<file path="src/rtl/ide_pkg.sv">
// ide_pkg: shared definitions for the multi-sector IDE/ATA PIO controller.
//   - ATA task-file register addresses as seen by the register-access engine
//   - STATUS register bit positions
//   - ATA command codes and the device-control value written during setup
//   - err_code values reported on the error output
//   - controller state enum
package ide_pkg;

  localparam logic [4:0] ATA_DATA    = 5'b10000;
  localparam logic [4:0] ATA_SECCNT  = 5'b10010;
  localparam logic [4:0] ATA_SECNUM  = 5'b10011;
  localparam logic [4:0] ATA_CYLLOW  = 5'b10100;
  localparam logic [4:0] ATA_CYLHIGH = 5'b10101;
  localparam logic [4:0] ATA_DRVHEAD = 5'b10110;
  localparam logic [4:0] ATA_STATUS  = 5'b10111;
  localparam logic [4:0] ATA_COMMAND = 5'b10111;
  localparam logic [4:0] ATA_ALTSTAT = 5'b01110;
  localparam logic [4:0] ATA_DEVCTRL = 5'b01110;

  localparam int ST_BSY  = 7;
  localparam int ST_DRDY = 6;
  localparam int ST_DWF  = 5;
  localparam int ST_DRQ  = 3;
  localparam int ST_ERR  = 0;

  localparam logic [7:0] CMD_READ    = 8'h20;
  localparam logic [7:0] CMD_WRITE   = 8'h30;
  // nIEN set: the controller polls, the device must not raise INTRQ
  localparam logic [7:0] DEVCTRL_VAL = 8'h02;

  localparam logic [2:0] ERRC_NONE  = 3'd0;
  localparam logic [2:0] ERRC_PARAM = 3'd1;
  localparam logic [2:0] ERRC_DEV   = 3'd2;
  localparam logic [2:0] ERRC_TMO   = 3'd3;
  localparam logic [2:0] ERRC_DWF   = 3'd4;

  typedef enum logic [3:0] {
    S_IDLE,
    S_WAIT_RDY,
    S_DEVCTRL,
    S_SECCNT,
    S_SECNUM,
    S_CYLLOW,
    S_CYLHIGH,
    S_DRVHEAD,
    S_COMMAND,
    S_ALT_STATUS,
    S_POLL_DRQ,
    S_XFER,
    S_SECT_END,
    S_FINAL,
    S_DONE,
    S_ERR
  } ide_state_e;

endpackage

</file>
<file path="src/rtl/ide_timer.sv">
// ide_timer: poll-state watchdog for ide_disk_multi.
//   clk, rst_n : clock, asynchronous active-low reset
//   load_i     : reload the down-counter with TMO_CYC-1 (held while not polling)
//   enable_i   : count one cycle per clock while polling
//   expire_o   : high in the TMO_CYC-th enabled cycle after the last load
module ide_timer #(
  parameter logic [23:0] TMO_CYC = 24'd5000000
) (
  input  logic clk,
  input  logic rst_n,
  input  logic load_i,
  input  logic enable_i,
  output logic expire_o
);

  logic [23:0] cnt_q;

  always_ff @(posedge clk or negedge rst_n) begin
    if (!rst_n) begin
      cnt_q <= '0;
    end else if (load_i) begin
      cnt_q <= TMO_CYC - 24'd1;
    end else if (enable_i && (cnt_q != 24'd0)) begin
      cnt_q <= cnt_q - 24'd1;
    end
  end

  assign expire_o = enable_i && !load_i && (cnt_q == 24'd0);

endmodule

</file>
<file path="src/rtl/ide_disk_multi.sv">
// ide_disk_multi: multi-sector ATA PIO read/write sequencer.
// Drives a register-access engine (ata_rd/ata_wr level requests held until
// ata_done) and a word buffer with one-cycle read latency.
//
// Ports:
//   clk, reset           : clock, asynchronous active-low reset
//   lba, sect_cnt        : start LBA (28b), sector count (1..MAX_SECT)
//   read_req, write_req  : start request, sampled only in IDLE
//   busy, done, error,
//   err_code             : status; done is a one-cycle pulse, error is sticky
//   buffer_*             : word buffer port, buffer_addr is the word counter
//   ata_*                : register-access engine handshake
//
// Build option: define IDE_DISK_TIMEOUT_EN to add a TMO_CYC-cycle watchdog on
// every poll state (err_code 3); without it polling never times out.
//
// state        | meaning
// IDLE         | waiting for a request
// WAIT_RDY     | poll STATUS until BSY=0, DRDY=1
// DEVCTRL..    |
//   COMMAND    | task-file setup writes, then the command byte
// ALT_STATUS   | dummy ALT_STATUS read (400 ns settle) before each sector
// POLL_DRQ     | poll STATUS for DRQ, ERR or DWF
// XFER         | move 256 words of one sector
// SECT_END     | decrement remaining sectors
// FINAL        | ALT_STATUS then STATUS (until BSY=0), check ERR
// DONE / ERR   | one-cycle done pulse, back to IDLE
module ide_disk_multi
  import ide_pkg::*;
#(
  parameter int          DATA_W   = 12,
  parameter int          MAX_SECT = 8,
  parameter logic [23:0] TMO_CYC  = 24'd5000000,
  localparam int         BUF_AW   = $clog2(MAX_SECT*256)
) (
  input  logic              clk,
  input  logic              reset,
  input  logic [27:0]       lba,
  input  logic [7:0]        sect_cnt,
  input  logic              read_req,
  input  logic              write_req,
  output logic              busy,
  output logic              done,
  output logic              error,
  output logic [2:0]        err_code,
  output logic [BUF_AW-1:0] buffer_addr,
  output logic              buffer_rd,
  output logic              buffer_wr,
  output logic [DATA_W-1:0] buffer_out,
  input  logic [DATA_W-1:0] buffer_in,
  output logic              ata_rd,
  output logic              ata_wr,
  output logic [4:0]        ata_addr,
  output logic [15:0]       ata_in,
  input  logic [15:0]       ata_out,
  input  logic              ata_done
);

  localparam logic [8:0] MAX_SECT_L = 9'(MAX_SECT);

  ide_state_e        state_q;
  logic [27:0]       lba_q;
  logic [7:0]        sect_cnt_q;
  logic              dir_wr_q;
  logic [7:0]        rem_q;
  logic [BUF_AW-1:0] word_cnt_q;
  logic [7:0]        wic_q;      // word within the current sector
  logic [1:0]        xph_q;      // per-word phase inside XFER
  logic              fin_stat_q; // FINAL: 0 = ALT_STATUS read, 1 = STATUS read
  logic              busy_q, done_q, error_q;
  logic [2:0]        err_code_q;
  logic              ata_rd_q, ata_wr_q;
  logic [4:0]        ata_addr_q;
  logic [15:0]       ata_in_q;
  logic              buffer_rd_q, buffer_wr_q;
  logic [DATA_W-1:0] buffer_out_q;

  logic              acc_idle;
  logic              acc_done;
  logic [4:0]        setup_addr;
  logic [15:0]       setup_data;
  ide_state_e        setup_next;

  assign acc_idle = !ata_rd_q && !ata_wr_q;
  assign acc_done = (ata_rd_q || ata_wr_q) && ata_done;

  always_comb begin
    setup_addr = ATA_DEVCTRL;
    setup_data = {8'h00, DEVCTRL_VAL};
    setup_next = S_SECCNT;
    case (state_q)
      S_SECCNT: begin
        setup_addr = ATA_SECCNT;
        setup_data = {8'h00, sect_cnt_q};
        setup_next = S_SECNUM;
      end
      S_SECNUM: begin
        setup_addr = ATA_SECNUM;
        setup_data = {8'h00, lba_q[7:0]};
        setup_next = S_CYLLOW;
      end
      S_CYLLOW: begin
        setup_addr = ATA_CYLLOW;
        setup_data = {8'h00, lba_q[15:8]};
        setup_next = S_CYLHIGH;
      end
      S_CYLHIGH: begin
        setup_addr = ATA_CYLHIGH;
        setup_data = {8'h00, lba_q[23:16]};
        setup_next = S_DRVHEAD;
      end
      S_DRVHEAD: begin
        // LBA mode, device 0
        setup_addr = ATA_DRVHEAD;
        setup_data = {8'h00, 4'h4, lba_q[27:24]};
        setup_next = S_COMMAND;
      end
      S_COMMAND: begin
        setup_addr = ATA_COMMAND;
        setup_data = {8'h00, dir_wr_q ? CMD_WRITE : CMD_READ};
        setup_next = S_ALT_STATUS;
      end
      default: ;
    endcase
  end

`ifdef IDE_DISK_TIMEOUT_EN
  logic tmo_poll;
  logic tmo_expire;

  // Every poll state is entered from a non-poll state, so holding the
  // timer in load outside the poll states reloads it on each entry.
  assign tmo_poll = (state_q == S_WAIT_RDY) || (state_q == S_POLL_DRQ) ||
                    (state_q == S_FINAL);

  ide_timer #(.TMO_CYC(TMO_CYC)) u_timer (
    .clk      (clk),
    .rst_n    (reset),
    .load_i   (!tmo_poll),
    .enable_i (tmo_poll),
    .expire_o (tmo_expire)
  );
`endif

  always_ff @(posedge clk or negedge reset) begin
    if (!reset) begin
      state_q      <= S_IDLE;
      lba_q        <= '0;
      sect_cnt_q   <= '0;
      dir_wr_q     <= 1'b0;
      rem_q        <= '0;
      word_cnt_q   <= '0;
      wic_q        <= '0;
      xph_q        <= '0;
      fin_stat_q   <= 1'b0;
      busy_q       <= 1'b0;
      done_q       <= 1'b0;
      error_q      <= 1'b0;
      err_code_q   <= ERRC_NONE;
      ata_rd_q     <= 1'b0;
      ata_wr_q     <= 1'b0;
      ata_addr_q   <= '0;
      ata_in_q     <= '0;
      buffer_rd_q  <= 1'b0;
      buffer_wr_q  <= 1'b0;
      buffer_out_q <= '0;
    end else begin
      done_q <= 1'b0;
      case (state_q)
        S_IDLE: begin
          if (read_req || write_req) begin
            lba_q      <= lba;
            sect_cnt_q <= sect_cnt;
            rem_q      <= sect_cnt;
            dir_wr_q   <= write_req;
            word_cnt_q <= '0;
            wic_q      <= '0;
            xph_q      <= '0;
            fin_stat_q <= 1'b0;
            busy_q     <= 1'b1;
            if ((read_req && write_req) || (sect_cnt == 8'd0) ||
                ({1'b0, sect_cnt} > MAX_SECT_L)) begin
              state_q    <= S_ERR;
              error_q    <= 1'b1;
              err_code_q <= ERRC_PARAM;
              done_q     <= 1'b1;
            end else begin
              state_q    <= S_WAIT_RDY;
              error_q    <= 1'b0;
              err_code_q <= ERRC_NONE;
            end
          end
        end

        S_WAIT_RDY: begin
          if (acc_idle) begin
            ata_rd_q   <= 1'b1;
            ata_addr_q <= ATA_STATUS;
            ata_in_q   <= '0;
          end else if (acc_done) begin
            ata_rd_q <= 1'b0;
            if (!ata_out[ST_BSY] && ata_out[ST_DRDY]) state_q <= S_DEVCTRL;
          end
        end

        S_DEVCTRL, S_SECCNT, S_SECNUM, S_CYLLOW, S_CYLHIGH, S_DRVHEAD,
        S_COMMAND: begin
          if (acc_idle) begin
            ata_wr_q   <= 1'b1;
            ata_addr_q <= setup_addr;
            ata_in_q   <= setup_data;
          end else if (acc_done) begin
            ata_wr_q <= 1'b0;
            state_q  <= setup_next;
          end
        end

        S_ALT_STATUS: begin
          if (acc_idle) begin
            ata_rd_q   <= 1'b1;
            ata_addr_q <= ATA_ALTSTAT;
            ata_in_q   <= '0;
          end else if (acc_done) begin
            ata_rd_q <= 1'b0;
            state_q  <= S_POLL_DRQ;
          end
        end

        S_POLL_DRQ: begin
          if (acc_idle) begin
            ata_rd_q   <= 1'b1;
            ata_addr_q <= ATA_STATUS;
            ata_in_q   <= '0;
          end else if (acc_done) begin
            ata_rd_q <= 1'b0;
            if (ata_out[ST_ERR]) begin
              state_q    <= S_ERR;
              error_q    <= 1'b1;
              err_code_q <= ERRC_DEV;
              done_q     <= 1'b1;
            end else if (ata_out[ST_DWF]) begin
              state_q    <= S_ERR;
              error_q    <= 1'b1;
              err_code_q <= ERRC_DWF;
              done_q     <= 1'b1;
            end else if (!ata_out[ST_BSY] && ata_out[ST_DRQ]) begin
              state_q <= S_XFER;
              xph_q   <= 2'd0;
            end
          end
        end

        S_XFER: begin
          if (!dir_wr_q) begin
            // read: DATA access, then a one-cycle buffer write of the word
            case (xph_q)
              2'd0: begin
                ata_rd_q   <= 1'b1;
                ata_addr_q <= ATA_DATA;
                ata_in_q   <= '0;
                xph_q      <= 2'd1;
              end
              2'd1: begin
                if (acc_done) begin
                  ata_rd_q     <= 1'b0;
                  buffer_wr_q  <= 1'b1;
                  buffer_out_q <= ata_out[DATA_W-1:0];
                  xph_q        <= 2'd2;
                end
              end
              default: begin
                buffer_wr_q <= 1'b0;
                word_cnt_q  <= word_cnt_q + 1'b1;
                wic_q       <= wic_q + 8'd1;
                xph_q       <= 2'd0;
                if (wic_q == 8'hFF) state_q <= S_SECT_END;
              end
            endcase
          end else begin
            // write: buffer read, wait out its latency, then DATA access
            case (xph_q)
              2'd0: begin
                buffer_rd_q <= 1'b1;
                xph_q       <= 2'd1;
              end
              2'd1: begin
                buffer_rd_q <= 1'b0;
                xph_q       <= 2'd2;
              end
              2'd2: begin
                ata_wr_q   <= 1'b1;
                ata_addr_q <= ATA_DATA;
                ata_in_q   <= 16'(buffer_in);
                xph_q      <= 2'd3;
              end
              default: begin
                if (acc_done) begin
                  ata_wr_q   <= 1'b0;
                  word_cnt_q <= word_cnt_q + 1'b1;
                  wic_q      <= wic_q + 8'd1;
                  xph_q      <= 2'd0;
                  if (wic_q == 8'hFF) state_q <= S_SECT_END;
                end
              end
            endcase
          end
        end

        S_SECT_END: begin
          rem_q <= rem_q - 8'd1;
          if (rem_q == 8'd1) begin
            state_q    <= S_FINAL;
            fin_stat_q <= 1'b0;
          end else begin
            state_q <= S_ALT_STATUS;
          end
        end

        S_FINAL: begin
          if (acc_idle) begin
            ata_rd_q   <= 1'b1;
            ata_addr_q <= fin_stat_q ? ATA_STATUS : ATA_ALTSTAT;
            ata_in_q   <= '0;
          end else if (acc_done) begin
            ata_rd_q <= 1'b0;
            if (!fin_stat_q) begin
              fin_stat_q <= 1'b1;
            end else if (!ata_out[ST_BSY]) begin
              done_q <= 1'b1;
              if (ata_out[ST_ERR]) begin
                state_q    <= S_ERR;
                error_q    <= 1'b1;
                err_code_q <= ERRC_DEV;
              end else begin
                state_q <= S_DONE;
              end
            end
          end
        end

        S_DONE, S_ERR: begin
          busy_q  <= 1'b0;
          state_q <= S_IDLE;
        end

        default: state_q <= S_IDLE;
      endcase

`ifdef IDE_DISK_TIMEOUT_EN
      if (tmo_expire) begin
        ata_rd_q   <= 1'b0;
        ata_wr_q   <= 1'b0;
        state_q    <= S_ERR;
        error_q    <= 1'b1;
        err_code_q <= ERRC_TMO;
        done_q     <= 1'b1;
      end
`endif
    end
  end

  assign busy        = busy_q;
  assign done        = done_q;
  assign error       = error_q;
  assign err_code    = err_code_q;
  assign buffer_addr = word_cnt_q;
  assign buffer_rd   = buffer_rd_q;
  assign buffer_wr   = buffer_wr_q;
  assign buffer_out  = buffer_out_q;
  assign ata_rd      = ata_rd_q;
  assign ata_wr      = ata_wr_q;
  assign ata_addr    = ata_addr_q;
  assign ata_in      = ata_in_q;

endmodule

</file>
<file path="config.mk">
export PLATFORM = sky130hd
export DESIGN_NAME = ide_disk_multi
export DESIGN_NICKNAME = d
export VERILOG_FILES = /design/src/rtl/ide_pkg.sv /design/src/rtl/ide_timer.sv /design/src/rtl/ide_disk_multi.sv
export SDC_FILE = /design/constraint.sdc
export NUM_CORES = 1
export LEC_CHECK = 0
export ABC_CLOCK_PERIOD_IN_PS = 4000
export CAP_MARGIN = 0
export CORE_MARGIN = 2
export CORE_UTILIZATION = 55
export CTS_CLUSTER_SIZE = 14
export DETAILED_ROUTE_END_ITERATION = 12
export PLACE_DENSITY = 0.82
export SLEW_MARGIN = 25
export SYNTH_ARGS = -nofsm -noshare
export SYNTH_HDL_FRONTEND = slang
export SYNTH_SLANG_ARGS = --single-unit
</file>
<file path="constraint.sdc">
create_clock -name clk -period 4 [get_ports clk]
set_clock_uncertainty 0.15 [all_clocks]
set_input_delay 0.8 -clock clk [delete_from_list [all_inputs] [get_ports clk]]
set_output_delay 0.8 -clock clk [all_outputs]
set_load 0.03 [all_outputs]
</file>
==> COMMIT_EDITMSG, run 1 <==
Record implementation results from latest flow run

- The flow ran to the end, and the final reports show no timing, DRC or antenna violations.
- The synthesized design contains 110 register bits.
* Clock buffer and inverter area fraction after layout: 2.817%
* Fill cell count: 822
- Per the layout report, the design carries 10 non-clock inverters.
- Once the clock tree was built, the setup fixing pass inserted 0 buffers.
- STA puts the critical path data required time at 4.13 ns.
- Total instance count after detailed placement: 855
* Layout clock buffer count: 10
* Ys cells: 629
- Cell count after synthesis: 629
* Vias per cell: 5.853
* Minimum clock period after layout: 2.976 ns
* Final Worst Setup Slack: 1.024 ns
- STA classifies the critical path endpoint as a flop.
* Class of the most critical hold timing path: input port to asynchronous set/reset pin
- The timing report shows that the slowest cell on the worst path is sky130_fd_sc_hd__dfrtp_1.
- Once layout is done, the placed cells without fillers occupy 0.007239 sq mm.
- Top cells excl fill/tap: 149 x sky130_fd_sc_hd__nand2_1, 113 x sky130_fd_sc_hd__clkdlybuf4s50_1, 110 x sky130_fd_sc_hd__dfrtp_1
* Highest achievable clock rate: 0.3360 GHz
- Synth mux share: 5.155%
- Remaining routing DRC violations: 0
- The timing report notes that buffer and inverter cells on the critical path total 0.
* Final Max Slew Viols: 0
- In this run the worst setup path begins at state_q[0].
* TritonCTS clock tree: done
==> run 1: routing by layer <==
layer	part of all wire (%)	wire [um]
met5	0	0
met4	2.4	350
met3	6.0	877
met2	48	7015
met1	43	6322
==> run 1: flip-flops by register name, summed over array words and instances, names as in the netlist <==
signal       flops
state_q          4
sect_cnt_q       8
buffer_out      12
ata_rd           1
buffer_wr        1
dir_wr_q         1
ata_addr         5
xph_q            2
err_code         3
rem_q            8
buffer_rd        1
ata_in          12
fin_stat_q       1
done             1
buffer_addr     11
ata_wr           1
busy             1
error            1
wic_q            8
lba_q           28
==> run 1: report_power, final <==
part / switching, mW / internal [mW] / leakage (nW)
registers: 0.345 / 1.51 / 1.41
clock network: 0.396 / 0.311 / 0.101
logic: 1.41 / 0.989 / 1.70
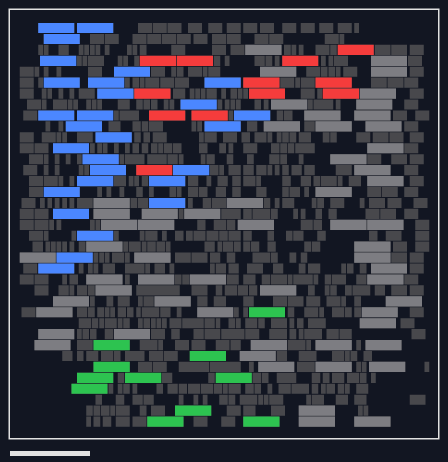
**Above:** run 1 (sequential cells grouped by signal name).
Scale bar: 20 um.
- red: ata_in (placed flops 12)
- green: buffer_addr (placed flops 11)
- blue: lba_q (placed flops 28)
utilization after layout: 70.44%
area used by sequential logic in the layout: 0.002753 sq mm

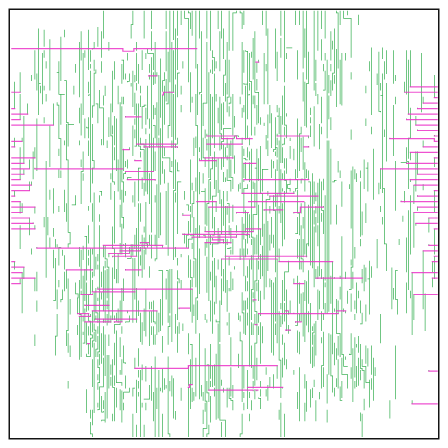
**Above:** run 1 (wiring by layer).
Only two layers are drawn.
- green: M2 (wire length 7020 um)
- magenta: M3 (wire length 877 um)

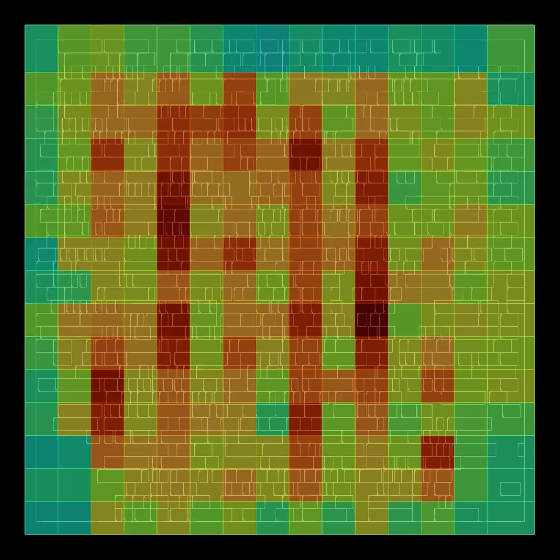
**Above:** run 1 (track usage over the die).
routing usage on met2: 42.49%
Routed WL per cell: 16.74 um
met1 GRT Util: 36.60%
total routing resource utilization after global routing: 26.48%
GR Util met3: 4.292%

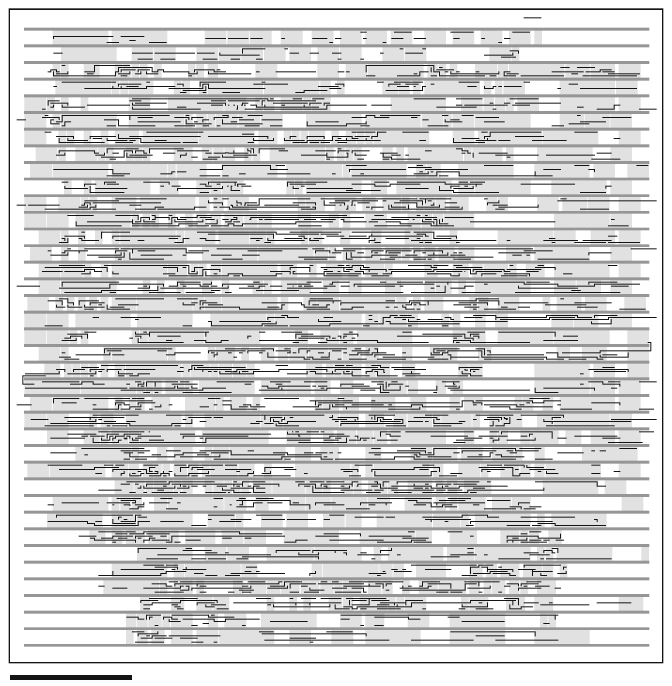
**Above:** run 1 (M1 wires).
Scale bar: 20 um. Supply wires on this layer in gray.
- nets with wire on the layer: 709
- wire length on this layer: 6320 um
- longest straight run: 35.4 um
- share of all routed wire: 43%
- main direction: horizontal
vias after detailed routing: 5092
total wire length: 14570 um

**Run 1: nets reached from selected ports**

Scale bar: 20 um.
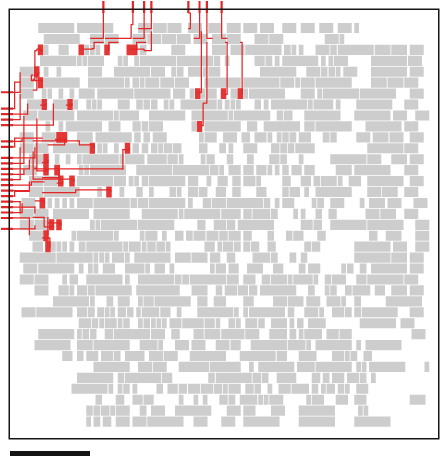

==> run 1 -> run 2 <==
--- a/config.mk
+++ b/config.mk
@@ -5,13 +5,13 @@
 export SDC_FILE = /design/constraint.sdc
 export NUM_CORES = 1
 export LEC_CHECK = 0
-export ABC_CLOCK_PERIOD_IN_PS = 4000
+export ABC_CLOCK_PERIOD_IN_PS = 3000
 export CAP_MARGIN = 0
 export CORE_MARGIN = 2
-export CORE_UTILIZATION = 55
+export CORE_UTILIZATION = 51
 export CTS_CLUSTER_SIZE = 14
 export DETAILED_ROUTE_END_ITERATION = 12
-export PLACE_DENSITY = 0.82
+export PLACE_DENSITY = 0.77
 export SLEW_MARGIN = 25
 export SYNTH_ARGS = -nofsm -noshare
 export SYNTH_HDL_FRONTEND = slang
==> constraint.sdc (replaced) <==
create_clock -name clk -period 3 [get_ports clk]
set_clock_uncertainty 0.15 [all_clocks]
set_input_delay 0.6 -clock clk [delete_from_list [all_inputs] [get_ports clk]]
set_output_delay 0.6 -clock clk [all_outputs]
set_load 0.03 [all_outputs]
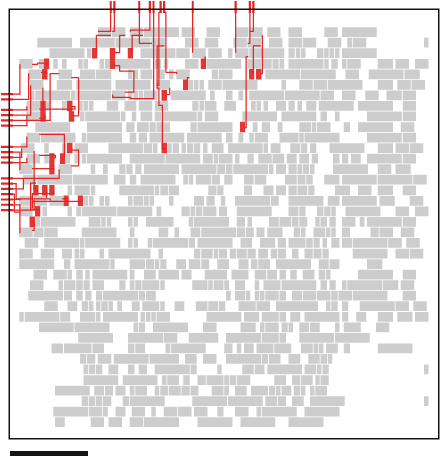
**Above:** run 2 (nets reached from selected ports).
Scale bar: 20 um.
- red: lba (direction input; edge 17 left, 11 top; end cells 28; buffers 28; wire 533 um)
number of top-level design ports: 123
Port Buffer Count: 114

==> run 2 against run 1 <==
Cell area up 3.0%. Synthesized area unchanged. Global-route usage fell by 1.4 points. Sequential power is 31% higher. Combinational power rose by 39%. Non-clock buffer count grew 9. Die area grew 7.5%. Register-to-register slack worse by 0.64 ns. Utilization down 2.3 points. Routed wire length up 4.5%. Critical path type unchanged. Critical endpoint is now state_q[2]. Largest cell class unchanged. Largest power group unchanged.
==> COMMIT_EDITMSG, run 2 <==
Record implementation results from latest flow run

* Status: finished, final reports clean
* Flip-flop count of the largest register after layout: 28
- The worst path meets setup with roughly 0.39 ns of slack.
- At the worst endpoint, the required time is 3.10 ns.
* Final Max Slew Viols: 0
- Sw frac: 41.54%
* Internal Dissipation: 4.145 mW
- TritonCTS built the clock tree.
- Per the synth log, the flip-flop and latch total comes to 110.
* P_clk: 1.32 mW
- More flip-flops sit in one register than any other, and that register is lba_q.
* Vias per cell: between 5 and 6
- For the combinational group, total power comes out at around 3.3 mW.
* Critical path capture point type: flop
* And-or/or-and share of the synthesized area: 16.33%
- Combinational Power Share: 47.1%
* Synth area leader: sky130_fd_sc_hd__dfrtp_1
* Power group with the largest share: combinational logic
* Area used by sequential logic in the layout: 0.002753 sq mm
* Ys cells: 629
- The detailed placer reported the number of placed instances as 868.
* Layout clock buffer count: 12
* Post-route design area: 0.007453 sq mm
- Routed WL per cell: 17.22 um
* Buffers inserted during post-CTS setup optimization: 0
- Clock buffer and inverter area fraction after layout: 4.348%
- Per the final timing report, the hold violations number 0.
* Detailed-route wire length on metal 1: 6413 um
* Highest achievable clock rate: 0.3828 GHz
- Proportion of power drawn by flip-flops and latches: about a third
* Top cells excl fill/tap: 149 x sky130_fd_sc_hd__nand2_1, 113 x sky130_fd_sc_hd__clkdlybuf4s50_1, 110 x sky130_fd_sc_hd__dfrtp_1
- Top layer reached by signal wires: met4
- The detailed router reports a met2 wire length of 7327 um.
- Total routing resource utilization after global routing: 25.07%
- Counting every instance in the synthesized netlist gives 629.
- Routing usage on met2: 40.41%
- Class of the most critical hold timing path: input port to asynchronous set/reset pin
- After detailed routing, the total wire length is around 15000 um.
* Minimum clock period after layout: 2.612 ns
- For this run, global-route usage on met1 was measured as 33.78%.
- Remaining routing DRC violations: 0
- Across all layers, the routed design uses 5207 vias.
* CP max stage cell: sky130_fd_sc_hd__dfrtp_1
* Synth mux share: 5.155%
- Utilization after layout: approximately two thirds
* Bufs and invs on worst path: 1
* Seq pwr: 2.43 mW
- On met3, the global router reports a usage of between 3 and 4%.
[run 2: cell count changes in the layout (fill, tap and decap cells not counted), sizes merged]
cell and delta:
clkbuf +2, clkinvlp -1, clkinv -1, bufinv +1, buf +9
[run 2: path summary, 6_finish.rpt]
check	from	end	slack (ns)
setup reg to reg	state_q[2]	state_q[2]	0.39
min in group clk	lba_q[19]	lba_q[19]	0.33
max in group asynchronous	reset	ata_addr[2]	1.89
hold / removal	reset	buffer_addr[8]	0.07
setup / recovery	state_q[2]	state_q[2]	0.39
hold reg to reg	lba_q[19]	lba_q[19]	0.33
[run 2: kinds of logic (layout without fill, tap and decap cells)]
family,Yosys count,after routing
flops,110,110
buf+inv,53,165
mux,27,27
compound gates,138,138
other cells,1,4
xor+xnor,8,8
fa+ha+maj,10,10
simple gates,282,282
**Run 2: track usage over the die**

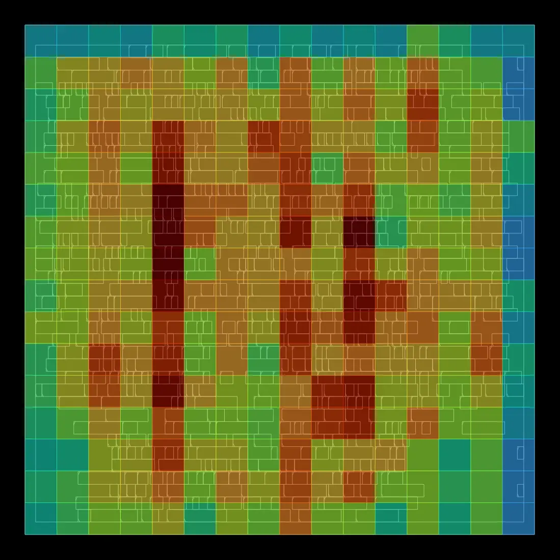

==> run 2 -> run 3 <==
--- a/config.mk
+++ b/config.mk
@@ -5,13 +5,13 @@
 export SDC_FILE = /design/constraint.sdc
 export NUM_CORES = 1
 export LEC_CHECK = 0
-export ABC_CLOCK_PERIOD_IN_PS = 3000
-export CAP_MARGIN = 0
+export ABC_CLOCK_PERIOD_IN_PS = 2300
+export CAP_MARGIN = 25
 export CORE_MARGIN = 2
-export CORE_UTILIZATION = 51
+export CORE_UTILIZATION = 46
 export CTS_CLUSTER_SIZE = 14
 export DETAILED_ROUTE_END_ITERATION = 12
-export PLACE_DENSITY = 0.77
+export PLACE_DENSITY = 0.73
 export SLEW_MARGIN = 25
 export SYNTH_ARGS = -nofsm -noshare
 export SYNTH_HDL_FRONTEND = slang
==> constraint.sdc (replaced) <==
create_clock -name clk -period 2.3 [get_ports clk]
set_clock_uncertainty 0.15 [all_clocks]
set_input_delay 0.46 -clock clk [delete_from_list [all_inputs] [get_ports clk]]
set_output_delay 0.46 -clock clk [all_outputs]
set_load 0.03 [all_outputs]
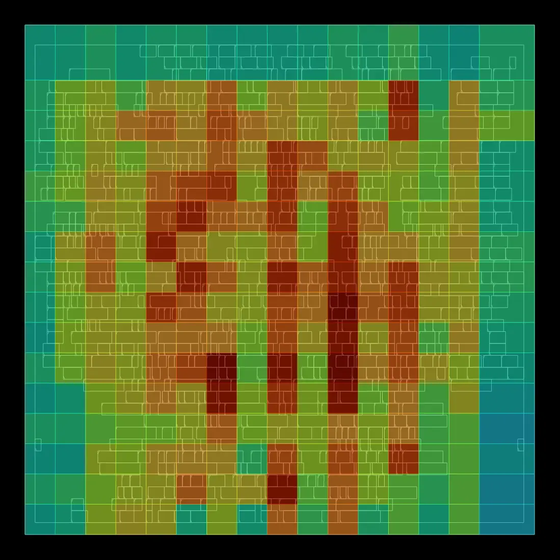
**Above:** run 3 (track usage over the die).
utilization after layout: 65.12%
met1 GRT Util: 31.92%
total routing resource utilization after global routing: 23.74%
routing usage on met2: 38.79%

==> run 3 against run 2 <==
Non-clock buffer count is 41 higher. Die area is 10% higher. Register-to-register slack worse by 0.33 ns. Sequential share of layout area is 2.0 points lower. Routed wire length is 3.5% higher. Sequential power is 29% higher. Global-route usage is 1.3 points lower. Final cell count is 7.8% higher. Critical path type is now input port to flop. Critical endpoint unchanged. Highest routed layer unchanged.
==> COMMIT_EDITMSG, run 3 <==
Record implementation results from latest flow run

* Status: finished, final reports clean
- Summing all flip-flop and latch instances after layout gives 0.002753 sq mm.
* Launching element of the worst setup path: sect_cnt[6]
- The required time at the worst endpoint is listed as 2.39 ns.
- Hold-check failures listed in the final report amount to 0.
- Power Combinational: a little under 5 mW
* Number of top-level design ports: 123
- In the per-layer breakdown of the detailed-route log, met1 shows 6814 um.
- After detailed routing, the number of vias per cell comes to 5.621.
* Final Worst Setup Slack: between 0.015 and 0.02 ns
- Ys cells: 629
- Cell count after synthesis: 629
- For the sequential group, total power comes out at 3.13 mW.
* Top cells excl fill/tap: 149 x sky130_fd_sc_hd__nand2_1, 113 x sky130_fd_sc_hd__clkdlybuf4s50_1, 110 x sky130_fd_sc_hd__dfrtp_1
* Clock network fraction of total power: 16.7%
- The number of placed instances, taps included, is 933.
- Fill cell count: 1008
- Flip-flop count of the largest register after layout: 28
- In this run switching power makes up 41.47% of total power.
- The layout stage reports a final design area of 0.007888 sq mm.
- Class of the most critical hold timing path: input port to asynchronous set/reset pin
- The number of setup buffers added after CTS is 0.
* Proportion of power drawn by flip-flops and latches: 32.7%
- Looking at the reg2reg group, the worst path starts from state_q[0].
- In the final report, the number of pins over their slew limit comes to 0.
- TritonCTS clock tree: done
* Total wire length: roughly 16000 um
* GR Util met3: between 3 and 4%
* Internal Dissipation: 5.595 mW
- Routed WL per cell: 16.53 um
* Layout clock buffer count: 11
- Power group with the largest share: combinational logic
- The fraction of final cell area spent on clock buffers and inverters in this run is ~3.8%.
- Register bit total from synthesis: 110
- In this run the register-to-register setup slack is 0.06 ns.
* Register with the most flip-flops: lba_q
==> run 3: worst max-delay path, delay by kind of cell <==
| kind | cells | cell delay [ns] |
|---|---|---|
| AOI/OAI and AO/OA | 2 | 0.44 |
| muxes | 1 | 0.28 |
| buffers and inverters | 2 | 0.63 |
| and+or+nand+nor | 1 | 0.57 |
==> run 3: cells by family after synthesis <==
family / count (synthesis) / share of synthesized area [%]
simple gates: 282 / 23.26
compound gates: 138 / 16.33
flops: 110 / 47.65
buf+inv: 53 / 4.159
mux: 27 / 5.155
fa+ha+maj: 10 / 2.166
xor+xnor: 8 / 1.213
other cells: 1 / 0.06491
Power is estimated from default activity; no workload was simulated.
